Fig. 1: run 1, close-up of the layout
Window x 0 to 50, y 35 to 85 um. Cells in gray, sequential cells in the stronger gray; small squares are vias.
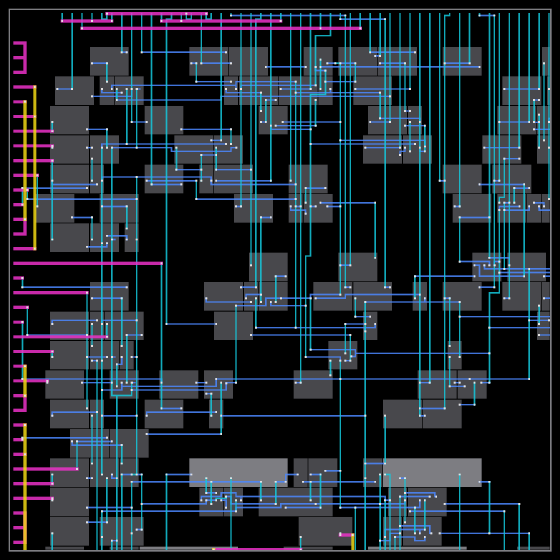
Fig. 2: run 1, clock wiring as the flow saved it
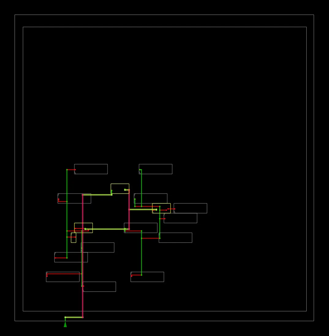
Fig. 3: run 1, supply network
Pins as bars on the die edge.
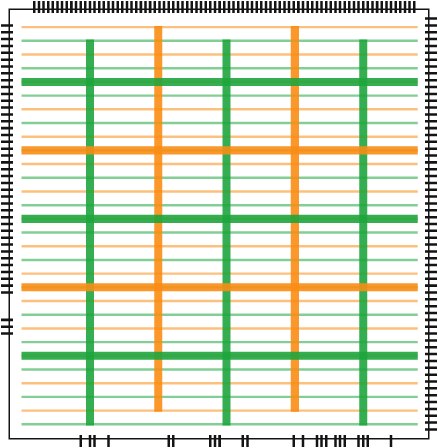
Fig. 4: run 1, register map, names as in the netlist
Other sequential cells in the stronger gray, the rest of the logic in the fainter gray.
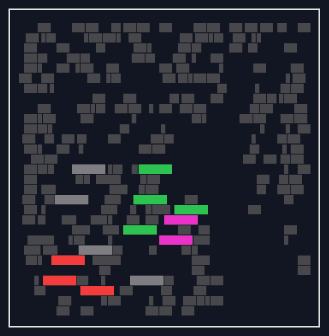
Design echo_rr_arbiter, sky130hd; sources not shown.
==> run notes, run 1 <==
Observations from the implementation run.

Status:
- The run finished with clean final reports.

Logic synthesis:
- The synthesis report lists the most area-consuming cells as sky130_fd_sc_hd__buf_4, sky130_fd_sc_hd__dfrtp_1, sky130_fd_sc_hd__a22oi_1.
- In this run, the synthesized area fraction spent on and/or/nand/nor cells is recorded as 12.0%.
- The run puts the net count of the mapped netlist at 315.
- For this run, asynchronously set or reset flops after synthesis account for 100%.
- The run gives the mapped cell area as ~1700 sq um.
- Synthesis produced a netlist whose cell count is around 210.
- The run gives the number of synthesized register bits as 13.
- Warnings reported by Yosys during synthesis add up to 0.
- The synthesis run shows the most used standard cells to be sky130_fd_sc_hd__buf_4, sky130_fd_sc_hd__nor2_1, sky130_fd_sc_hd__a22oi_1, sky130_fd_sc_hd__dfrtp_1, sky130_fd_sc_hd__buf_2.
- In this run, the synthesized area fraction spent on xor and xnor cells is recorded as between 2 and 3%.
- The run gives the share of the synthesized area in the top cell type as about 29%.
- The run gives the biggest combinational cell group after synthesis as buffers and inverters.
- The run gives the most instantiated flip-flop cell in the synthesis netlist as sky130_fd_sc_hd__dfrtp_1.

Setup path:
- Looking at the critical path, the single cell with the biggest stage delay is sky130_fd_sc_hd__clkdlybuf4s50_1.
- By instance count, the cell type seen most on the critical path is sky130_fd_sc_hd__clkdlybuf4s50_1.
- In this run the critical path is formed by clkdlybuf4s50_1 > a21boi_2 > buf_4 > a22oi_1 > nor2_1 > clkdlybuf4s50_1.
- The run puts the critical path's largest stage delay at 0.69 ns.
- The run puts the required time at the endpoint of the critical path at slightly above 5 ns.
- The run gives the reg2reg setup slack as approximately 4.4 ns.
- The worst setup path is of the input port to output pin kind.
- The run puts the buffer-and-inverter tally for the worst setup path at 3.
- The run puts the maximum fanout count along the critical path at 32.
- The run puts the instance count on the critical path at 6.

Clock network:
- The run gives the clock input transition at the sequential cells of the worst setup and hold paths as approximately 0.05 ns.
- CTS saw 13 sinks.
- The run puts the number of hold buffers added after CTS at 0.
- The run puts the number of post-CTS setup repair buffers at 0.
- TritonCTS built the clock tree.

Detailed routing:
- The final route contains between 1.5k and 2k vias.
- The run gives the ratio of routed vias to standard cells as between 4 and 5.
- The run gives the count of TritonRoute iterations in the first routing pass as 4.
- The run gives the wire length on met2 as 2.49 mm.
- The detail route stage leaves a number of antenna-violating nets equal to 0.
- After detailed routing, the average wire length per cell comes to around 15 um.
- Summed over all layers, the routed wires come to a little under 5 mm.
- The run gives the length of routed wiring on met1 as ~1.9 mm.

Finish:
- In the layout the commonest cells are sky130_fd_sc_hd__clkdlybuf4s50_1, sky130_fd_sc_hd__nor2_1, sky130_fd_sc_hd__a22oi_1.
- The largest cell class by area is buffers.
- The layout has 5 inverters outside the clock class.
- There are 13 flip-flops and latches.
- The run puts the relative area change from synthesis to final layout at 45.5%.
- The register with the most flip-flops in the layout has 4 of them.
- The run puts the proportion of cell area occupied by multi-input gates at approximately a third.
- The run gives the number of inserted filler cells in the final layout as about 620.

Power:
- The internal portion of the total power is about 0.41 mW.
- The run gives the part of the power in registers as 24.1%.
- The run puts the leakage dissipation at 0.942 nW.
- The completed layout was analyzed and its total power is roughly 0.68 mW.
- The run gives the switching power as a share of total power as between 30 and 40%.
- The power report puts the net switching power at roughly 0.27 mW.

Placed design:
- The run puts the pre-CTS worst setup slack at ~1.3 ns.
- The run gives the half-perimeter wire length after detailed placement as roughly 3.8 mm.
- The run gives the final weighted congestion of routability-driven global placement as about 0.70.
- The run puts the port buffer count at between 100 and 150.
- The run puts the instance area at placement at around 2400 sq um.

STA:
- The run gives the total count of max-transition violations in the final report as 0.
- Per the finish-stage timing summary, setup violations number 0.
- The run puts the worst setup slack after layout at between 1 and 1.5 ns.
- The transition time recorded at the tightest slew-check pin is between 0.6 and 0.7 ns.
- The run gives the worst hold-check slack as approximately 0.46 ns.
- The run puts the setup TNS at 0 ns.

GRT:
- The run gives the total congestion overflow after global routing as 0.
- Per the GRT log, the top usage layer is met2.
- The run gives the wire length of the first global-routing pass as just under 8 mm.
- The run gives the initial antenna violation count as 0.
- The run gives the global routing met1 resource utilization as between 15 and 20%.

Die:
- Row generation in the floorplan step produced 29 rows.
- The run gives the number of tap instances as between 70 and 80.

Flow run:
- The run puts the count of tool warnings at 29.

Worst hold path:
- The run puts the worst hold path depth at 1.
-- Fig. 1 (at the start) --
legend:
  metal 4:
    color: yellow
  metal 3:
    color: magenta
  metal 2:
    color: cyan
  metal 1:
    color: blue
most frequent: clkdlybuf4s50_1 (56), nor2_1 (18), a22oi_1 (17)
sequential cells in the window: 2
cells with their middle in the window: 106

-- Fig. 2 (at the start) --
TritonCTS buffer count: 3
layout clock buffer count: 4

-- Fig. 3 (at the start) --
legend:
  VDD:
    color: orange
  VSS:
    color: green
met4 straps: 5
met1 rails: 30
rows: 29
signal pins: 210
peak supply drop: 0.000177 V
width of the chip: 83 um
die y size: 85 um

-- Fig. 4 (at the start) --
legend:
  rd_ptr_q:
    color: magenta
    flops: 2
  tags_q:
    color: green
    flops: 4
    where: center
  outstanding_o:
    color: red
    flops: 3
fraction of standard cell area that is sequential: 13.4%
combined flip-flop and latch cell area: 325 sq um
post-layout util: 39.2%
power consumed by sequential cells: 0.163 mW

Fig. 5: run 1, selected gate families
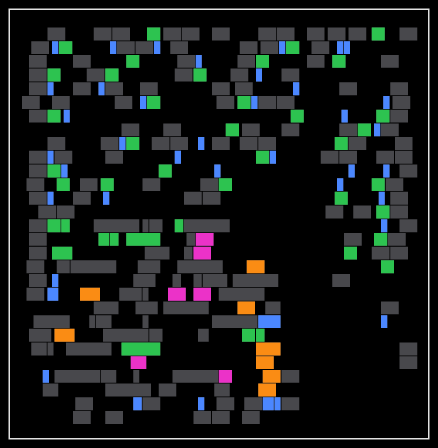

==> run 1 -> run 2 <==
--- a/config.mk
+++ b/config.mk
@@ -5,9 +5,9 @@
 export SDC_FILE = /design/constraint.sdc
 export NUM_CORES = 1
 export LEC_CHECK = 0
-export CORE_AREA = 2 2 81 83
+export CORE_ASPECT_RATIO = 1.4
+export CORE_UTILIZATION = 26
 export DETAILED_ROUTE_END_ITERATION = 8
-export DIE_AREA = 0 0 83 85
 export PLACE_DENSITY_LB_ADDON = 0.08
 export SYNTH_ARGS = -nofsm -noshare
 export SYNTH_HDL_FRONTEND = slang
==> constraint.sdc (replaced) <==
create_clock -name clk_i -period 5.3 [get_ports clk_i]
set_input_delay 1.325 -clock clk_i [delete_from_list [all_inputs] [get_ports clk_i]]
set_output_delay 1.325 -clock clk_i [all_outputs]
set_load 0.01 [all_outputs]
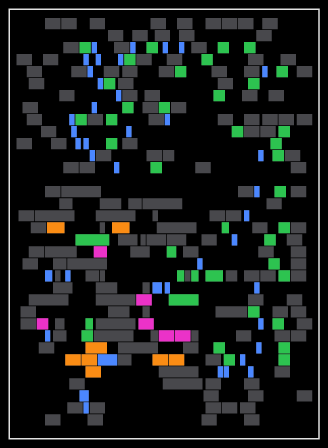
Fig. 6. Selected gate families (run 2).
legend:
  aoi and oai cells:
    color: green
    cells: 41
    most_used: a22oi_1
    where: all over the die
  nor cells:
    color: blue
    cells: 40
    most_used: nor2_1
  mux cells:
    color: orange
    cells: 8
    most_used: mux2i_1
  non-inverting ao/oa cells:
    color: magenta
    cells: 6
    most_used: a32o_1
    where: bottom center
most common library cell in the layout ignoring fill and taps: sky130_fd_sc_hd__clkdlybuf4s50_1
multi-input combinational area share: 32.6%
post-layout instance count excluding filler cells: 322

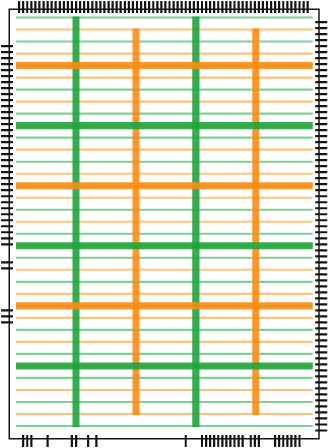
Fig. 7. Supply network (run 2).
Pins as bars on the die edge.
legend:
  VDD:
    color: orange
  VSS:
    color: green
met4 straps: 4
met5 straps: 6
rows: 34
signal pins: 210
width of the chip: 69.8 um
peak supply drop: 0.000230 V
die y size: 96.9 um

==> run 2 against run 1 <==
Compared with the run above: sequential cell count unchanged; global-route usage grew 3.8 points; clock power grew 25%; non-clock buffer count unchanged; die area fell by 4.1%; hold slack gained 0.0063 ns; first-iteration DRC count up 6.3%; clock-buffer cell count unchanged; register-to-register slack got worse by 1.8 ns; synthesized cell count is the same; critical endpoint is now d_say_v_o[19]; largest cell class unchanged.
==> run notes, run 2 <==
Observations from the implementation run.

Detailed routing:
- Dividing the detail-routed wire length by the instance count gives approximately 19 um.
- The run gives the count of vias placed by the detailed router as around 1.5k.
- The run puts the number of remaining DRC errors at 0.
- The run puts the count of TritonRoute iterations in the first routing pass at 4.
- Dividing the detail-routed via count by the number of cells gives about 4.7.
- The run puts the wire length on met2 at about 2.4 mm.
- The routed wirelength on the met1 layer is recorded as 2.45 mm.
- In this run the remaining antenna-violating nets after routing total 0.
- The run gives the final wirelength as around 6.0 mm.

Setup path:
- The run gives the cell with the biggest individual delay on the critical path as sky130_fd_sc_hd__clkdlybuf4s50_1.
- For reference, the critical path cell chain is clkdlybuf4s50_1 > a21boi_2 > buf_4 > a22oi_1 > nor2_1 > clkdlybuf4s50_1.
- Setup slack on the worst reg-to-reg path comes out at 2.55 ns.
- The run gives the required time at the endpoint of the critical path as ~4 ns.
- STA classifies the critical path endpoint as an output pin.
- The timing report notes that buffer and inverter cells on the critical path total 3.
- Per the OpenROAD timing report, the critical path contains 6 cells.
- Per STA, the library cell used most along the worst path is sky130_fd_sc_hd__clkdlybuf4s50_1.
- Along the worst path, the maximum fanout reaches 32.
- The setup path with the least slack is of type input port to output pin.
- STA classifies the critical path startpoint as an input port.
- The run puts the critical path's largest stage delay at approximately 0.7 ns.

Logic synthesis:
- By area the synthesized netlist is led by sky130_fd_sc_hd__buf_4, sky130_fd_sc_hd__dfrtp_1, sky130_fd_sc_hd__a22oi_1.
- The run gives the post-synthesis share of cell area spent on xor and xnor gates as under 10%.
- The run puts the share of the synthesized area in the top cell type at roughly 29%.
- The run gives the most instantiated flip-flop cell in the synthesis netlist as sky130_fd_sc_hd__dfrtp_1.
- Synthesis produced ~210 cells.
- Of the total synthesized cell area, the portion taken by AND, OR, NAND and NOR gates is roughly an eighth.
- For reference, the top logic cell family by area is buffers and inverters.
- The synthesis run shows the most used standard cells to be sky130_fd_sc_hd__buf_4, sky130_fd_sc_hd__nor2_1, sky130_fd_sc_hd__a22oi_1, sky130_fd_sc_hd__dfrtp_1, sky130_fd_sc_hd__buf_2.
- The run puts the share of flip-flops with an asynchronous set or reset after synthesis at 100%.
- Per the synth log, the flip-flop and latch total comes to 13.
- The run gives the net count of the mapped netlist as about 320.
- The run gives the mapped cell area as 1670 sq um.
- The synthesis log from Yosys contains 0 warnings.
- In the post-synthesis netlist, the cell with the most instances is sky130_fd_sc_hd__buf_4.

STA:
- The run puts the worst setup slack after layout at between 0.5 and 0.6 ns.
- The run gives the setup violation total in the final timing report as 0.
- The run gives the pin slew with the least headroom to its limit as slightly above 0.7 ns.
- Pins over their slew limit in the final report were tallied at 0.
- Setup repair after global routing left no endpoint under its margin.
- The run puts the setup TNS at 0 ns.
- Hold timing on the final database bottoms out at a slack of approximately 0.46 ns.

Clock network:
- The run gives the CTS buffer count as 3.
- TritonCTS built the clock tree.
- The run gives the number of post-CTS setup repair buffers as 0.
- TritonCTS reports the number of clock sinks as 13.
- Looking at the worst setup and hold paths, the clock pins of their registers show a slew of ~0.050 ns.

Power:
- The run gives the power in combinational cells as around 0.58 mW.
- The run puts the cell internal power dissipation at roughly 0.52 mW.
- The run puts the power drawn by the sequential cells at about 0.21 mW.
- The run puts the switching power as a share of total power at between 40% and 50%.
- The final power report lists total power as 0.876 mW.
- For this design the ratio of total power to cell area is about 360 nW/um^2.
- The run puts the power spent charging and discharging nets at 0.353 mW.
- The leakage component of the power was reported as 0.947 nW.

Placed design:
- The run puts the final weighted congestion of routability-driven global placement at just under 0.8.
- The run puts the instance area at placement at between 2000 and 2500 sq um.
- Detailed placement finished with a half-perimeter wire length of around 4.8 mm.
- The run puts the pre-CTS worst setup slack at 0.544 ns.
- The count of buffers added on input and output ports is roughly 110.

GRT:
- The global routing report lists met1 layer usage as about 22%.
- The run puts the initial antenna violation count at 0.
- The first global-routing pass estimated 9.15 mm of wire.
- The run puts the total congestion overflow after global routing at 0.
- The run gives the most used routing layer as met2.

Finish:
- The run gives the layout clock buffer count as 4.
- After filler insertion, the fill cell instance count of the layout stands at 661.
- The area taken by sequential standard cells is reported as 325 sq um.
- By instance count after routing, the leading logic cell types are sky130_fd_sc_hd__clkdlybuf4s50_1, sky130_fd_sc_hd__nor2_1, sky130_fd_sc_hd__a22oi_1.
- The run gives the flip-flop count of the largest register, all copies and words added as 4.
- The run gives the inverter count as 5.
- The run gives the register fraction of the total cell area as 13.3%.
- The run puts the number of sequential cells in the layout at 13.
- The run gives the cell class with the largest area share as buffers.
- The run gives the relative area change from synthesis to final layout as 45.8%.
- The run gives the final antenna diode count as 0.
- The run puts the share of the core filled with cells at between 30% and 40%.

Die:
- The run gives the number of cell rows as 34.
- The run puts the number of tap instances at between 70 and 80.

Worst hold path:
- The run puts the worst hold path depth at 1.

Status:
- The run finished with clean final reports.

Flow run:
- The run puts the count of tool warnings at 29.
Power and IR drop assume default switching activity.
